[config.mk]
export PLATFORM = sky130hd
export DESIGN_NAME = alu_exec
export DESIGN_NICKNAME = d
export VERILOG_FILES = /design/src/rtl/alu_pkg.sv /design/src/rtl/alu_comb.sv /design/src/rtl/alu_exec.sv
export SDC_FILE = /design/constraint.sdc
export NUM_CORES = 1
export LEC_CHECK = 0
export ABC_AREA = 1
export CORE_MARGIN = 2
export CORE_UTILIZATION = 50
export CTS_BUF_LIST = sky130_fd_sc_hd__clkbuf_4
export CTS_CLUSTER_SIZE = 25
export DETAILED_ROUTE_END_ITERATION = 7
export PLACE_DENSITY = 0.72
export RECOVER_POWER = 50
export SKIP_LAST_GASP = 1
export SLEW_MARGIN = 20
export SYNTH_ARGS = -nofsm -noshare
export SYNTH_HDL_FRONTEND = slang
export SYNTH_SLANG_ARGS = --single-unit
[constraint.sdc]
create_clock -name clk -period 2.5 [get_ports clk]
set_input_delay 0.25 -clock clk [delete_from_list [all_inputs] [get_ports clk]]
set_output_delay 0.25 -clock clk [all_outputs]
set_load 0.05 [all_outputs]
[src/rtl/alu_pkg.sv]
// Shared operation codes, FSM states and width default for the ALU decoder and alu_exec.
// Optional feature macro used by this slice: ALU_BARREL_SHIFT_EN.
package alu_pkg;

    localparam int XLEN_DEFAULT = 32;

    localparam logic [3:0] ALU_ADD  = 4'd0;
    localparam logic [3:0] ALU_SUB  = 4'd1;
    localparam logic [3:0] ALU_AND  = 4'd2;
    localparam logic [3:0] ALU_OR   = 4'd3;
    localparam logic [3:0] ALU_XOR  = 4'd4;
    localparam logic [3:0] ALU_SLL  = 4'd5;
    localparam logic [3:0] ALU_SRL  = 4'd6;
    localparam logic [3:0] ALU_SLT  = 4'd7;
    localparam logic [3:0] ALU_SRA  = 4'd14;
    localparam logic [3:0] ALU_SLTU = 4'd15;

    typedef enum logic [1:0] {
        ST_IDLE  = 2'd0,
        ST_SHIFT = 2'd1,
        ST_HOLD  = 2'd2
    } state_t;

    function automatic logic is_shift(input logic [3:0] code);
        return (code == ALU_SLL) || (code == ALU_SRL) || (code == ALU_SRA);
    endfunction

endpackage

[src/rtl/alu_comb.sv]
// Single-cycle combinational ALU operations; with ALU_BARREL_SHIFT_EN it also
// performs full shifts, otherwise shift codes pass op_a through (shift by zero).
module alu_comb
    import alu_pkg::*;
#(
    parameter int XLEN = XLEN_DEFAULT
) (
    input  logic [3:0]      alu_ctr,
    input  logic [XLEN-1:0] op_a,
    input  logic [XLEN-1:0] op_b,
    output logic [XLEN-1:0] result
);

    always_comb begin
        result = '0;
        case (alu_ctr)
            ALU_ADD:  result = op_a + op_b;
            ALU_SUB:  result = op_a - op_b;
            ALU_AND:  result = op_a & op_b;
            ALU_OR:   result = op_a | op_b;
            ALU_XOR:  result = op_a ^ op_b;
            ALU_SLT:  result = {{(XLEN-1){1'b0}}, ($signed(op_a) < $signed(op_b))};
            ALU_SLTU: result = {{(XLEN-1){1'b0}}, (op_a < op_b)};
`ifdef ALU_BARREL_SHIFT_EN
            ALU_SLL:  result = op_a << op_b[4:0];
            ALU_SRL:  result = op_a >> op_b[4:0];
            ALU_SRA:  result = XLEN'($signed(op_a) >>> op_b[4:0]);
`else
            ALU_SLL,
            ALU_SRL,
            ALU_SRA:  result = op_a;
`endif
            default:  result = '0;
        endcase
    end

endmodule

[src/rtl/alu_exec.sv]
// Registered execute unit with valid/ready handshake and a serial one-bit-per-cycle
// shifter; defining ALU_BARREL_SHIFT_EN replaces the serial shifter with a barrel shift.
module alu_exec
    import alu_pkg::*;
#(
    parameter int XLEN = XLEN_DEFAULT
) (
    input  logic            clk,
    input  logic            resetn,
    input  logic            in_valid,
    output logic            in_ready,
    input  logic [3:0]      alu_ctr,
    input  logic [XLEN-1:0] op_a,
    input  logic [XLEN-1:0] op_b,
    output logic            out_valid,
    input  logic            out_ready,
    output logic [XLEN-1:0] result,
    output logic            zero,
    output logic            busy
);

    state_t          state;
    logic [XLEN-1:0] comb_result;
    logic            in_fire;

    alu_comb #(.XLEN(XLEN)) u_comb (
        .alu_ctr (alu_ctr),
        .op_a    (op_a),
        .op_b    (op_b),
        .result  (comb_result)
    );

    // HOLD with out_ready lets the draining result and a new capture share one edge.
    assign in_ready  = (state == ST_IDLE) || ((state == ST_HOLD) && out_ready);
    assign in_fire   = in_valid && in_ready;
    assign out_valid = (state == ST_HOLD);

`ifdef ALU_BARREL_SHIFT_EN

    assign busy = 1'b0;

    always_ff @(posedge clk) begin
        if (!resetn) begin
            state  <= ST_IDLE;
            result <= '0;
            zero   <= 1'b1;
        end else if (in_fire) begin
            result <= comb_result;
            zero   <= (comb_result == '0);
            state  <= ST_HOLD;
        end else if ((state == ST_HOLD) && out_ready) begin
            state  <= ST_IDLE;
        end
    end

`else

    logic [XLEN-1:0] work;
    logic [XLEN-1:0] work_next;
    logic [4:0]      count;
    logic [3:0]      code;
    logic            start_shift;

    assign start_shift = is_shift(alu_ctr) && (op_b[4:0] != 5'd0);
    assign busy        = (state == ST_SHIFT);

    always_comb begin
        work_next = {1'b0, work[XLEN-1:1]};
        case (code)
            ALU_SLL: work_next = {work[XLEN-2:0], 1'b0};
            ALU_SRA: work_next = {work[XLEN-1], work[XLEN-1:1]};
            default: work_next = {1'b0, work[XLEN-1:1]};
        endcase
    end

    // The last shift step writes straight into result so out_valid rises at N+1+s.
    always_ff @(posedge clk) begin
        if (!resetn) begin
            state  <= ST_IDLE;
            result <= '0;
            zero   <= 1'b1;
            work   <= '0;
            count  <= '0;
            code   <= ALU_ADD;
        end else if (in_fire) begin
            if (start_shift) begin
                work  <= op_a;
                count <= op_b[4:0];
                code  <= alu_ctr;
                state <= ST_SHIFT;
            end else begin
                result <= comb_result;
                zero   <= (comb_result == '0);
                state  <= ST_HOLD;
            end
        end else if (state == ST_SHIFT) begin
            work  <= work_next;
            count <= count - 5'd1;
            if (count == 5'd1) begin
                result <= work_next;
                zero   <= (work_next == '0);
                state  <= ST_HOLD;
            end
        end else if ((state == ST_HOLD) && out_ready) begin
            state <= ST_IDLE;
        end
    end

`endif

endmodule

==> reports/metrics.csv <==
metric;value;unit
synthCells;1922;
reg_top3;result x32, work x32, count x5;
fp.dieH;150;um
tool_warnings;109;
r2r_cells;11;
yosysTopAreaCell;nand2_1;
yosys_cells;1922;
startpoint_type;primary input;
gp_congestion;1.03;
yosysMostFrequentCell;nand2_1;
status;finished, violations left;
r2r-end;zero;
placeableCoreArea;0.0209;mm2
routed_via_density;5.69;
syn-cell-area;0.0106;mm2
drc_errors;4;
hold_slack;133;ps
fp-utilization;50.7;%
port_buffers;107;
io_pins;108;
yosysWarnings;0;
drive_above_1_share;31.6;%
cts.sinks;76;
synth-xor-area-share;0.165;%
logic_family;simple AND/OR/NAND/NOR gates;
hold_end;count[0];
layout_min_cycle_time;2500;ps
ys_chip_area;0.0106;mm2
violations;design-rule violations;
## where the power goes
group / switching [mW] / total, mW / internal, mW
Sequential: 0.0618 / 1.38 / 1.32
Clock: 0.437 / 0.839 / 0.402
Combinational: 2.16 / 3.59 / 1.43
## cell type report
type / count / area (um2) / share of cell area, %
diodes: 1 / 2.50 / 0.0154
inverters: 348 / 1310 / 8.10
clock inverters: 6 / 87.6 / 0.540
repair buffers: 503 / 4220 / 26.0
multi-input cells: 1425 / 8660 / 53.4
clock buffers: 9 / 67.6 / 0.417
well taps: 275 / 344 / 2.12
flip-flops and latches: 76 / 1520 / 9.39
## critical path, cell delays in order
cell and delay [ps]:
clkdlybuf4s50_1 530, inv_2 70, ha_4 280, buf_6 130
nand2_2 120, nor2_4 150, and2_4 160, and2_1 110
nand2_1 100, nand2_1 90, nand2_1 50, nand3_1 70
nand3_2 120, nor2_2 140, nand3_1 80, nor2_1 120
nand2_1 110, nand2_1 80, nand2_1 50, nand2_1 60
## cell families (layout without fill, tap and decap cells)
| logic type | after synthesis | count (layout) |
|---|---|---|
| flops | 76 | 76 |
| other cells | 0 | 1 |
| xor+xnor | 2 | 2 |
| fa+ha+maj | 117 | 117 |
| compound gates | 362 | 362 |
| buf+inv | 421 | 866 |
| simple gates | 944 | 944 |
## per-layer routing
metal	part of all wire, %	wire length [um]	vias to the layer above
met3	12	5740	233
met5	0.026	13	-
met1	40	19800	6822
li1	-	-	7024
met2	43	21500	966
met4	5.4	2670	2
## stage by stage
step	setup TNS [ps]	std cells	area, um2	utilization (%)
2_1_floorplan	0	1922	10600	-
3_3_place_gp	-13400	2605	14500	69.6
3_5_place_dp	-14250	2605	14500	69.6
4_1_cts	0	2629	15400	73.5
5_1_grt	-159	2643	16200	77.6
6_report	0	2643	16200	77.6
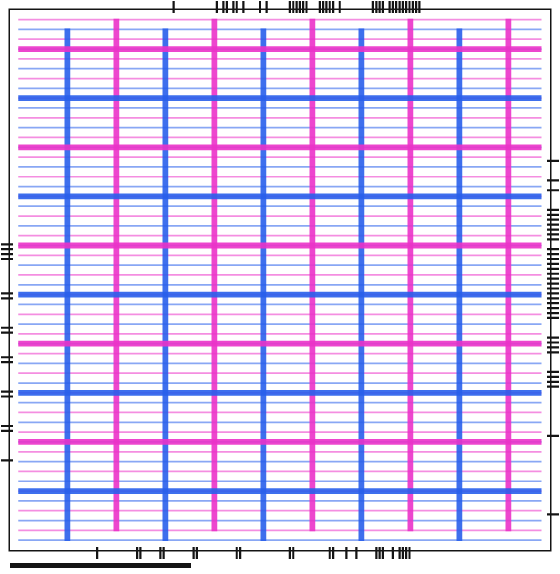
(PDN straps and rails)
The bar under the picture is 50 um long. Pins as bars on the die edge.
[magenta] VDD
[blue] VSS
signal pins: 108
met5 straps: 10

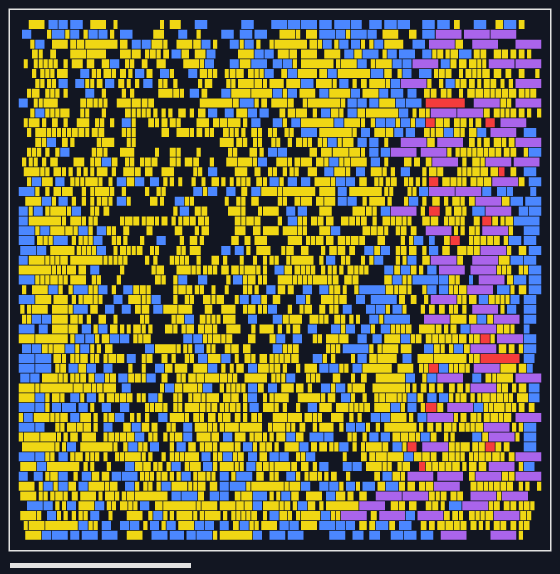
(placement by cell class)
The bar under the picture is 50 um long.
[red] clock drivers and dummy loads | cells: 15 | share of their area: 0.98%
[blue] other buffers and delay cells | cells: 503 | share of their area: 27%
[yellow] all other logic | cells: 1773 | share of their area: 63%
[purple] flip-flops | cells: 76 | share of their area: 9.6%

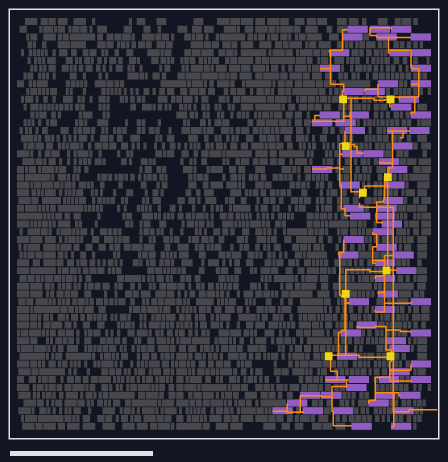
(clock wires, drivers and flops)
The bar under the picture is 50 um long.
[orange] clock wires | length: 846 um
[yellow] cells driving clock nets | count: 9
[purple] flip-flops | count: 76
routed clock nets: 10
Clock Power Share: 14.4%
P_clk: 0.839 mW
clock skew: 23.9 ps
clk ins delay skew pair: 440 ps

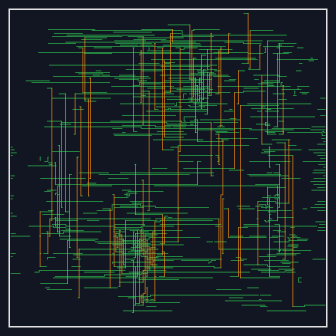
(metal layers overlaid)
Two of the layers only.
[green] met3 | wire length: 5740 um
[orange] met4 | wire length: 2670 um
via count: 15000
DRT Wirelength: 49600 um
Routed WL per cell: 18.8 um
Total Routing Usage GR: 42.3%

Power is estimated from default activity; no workload was simulated.
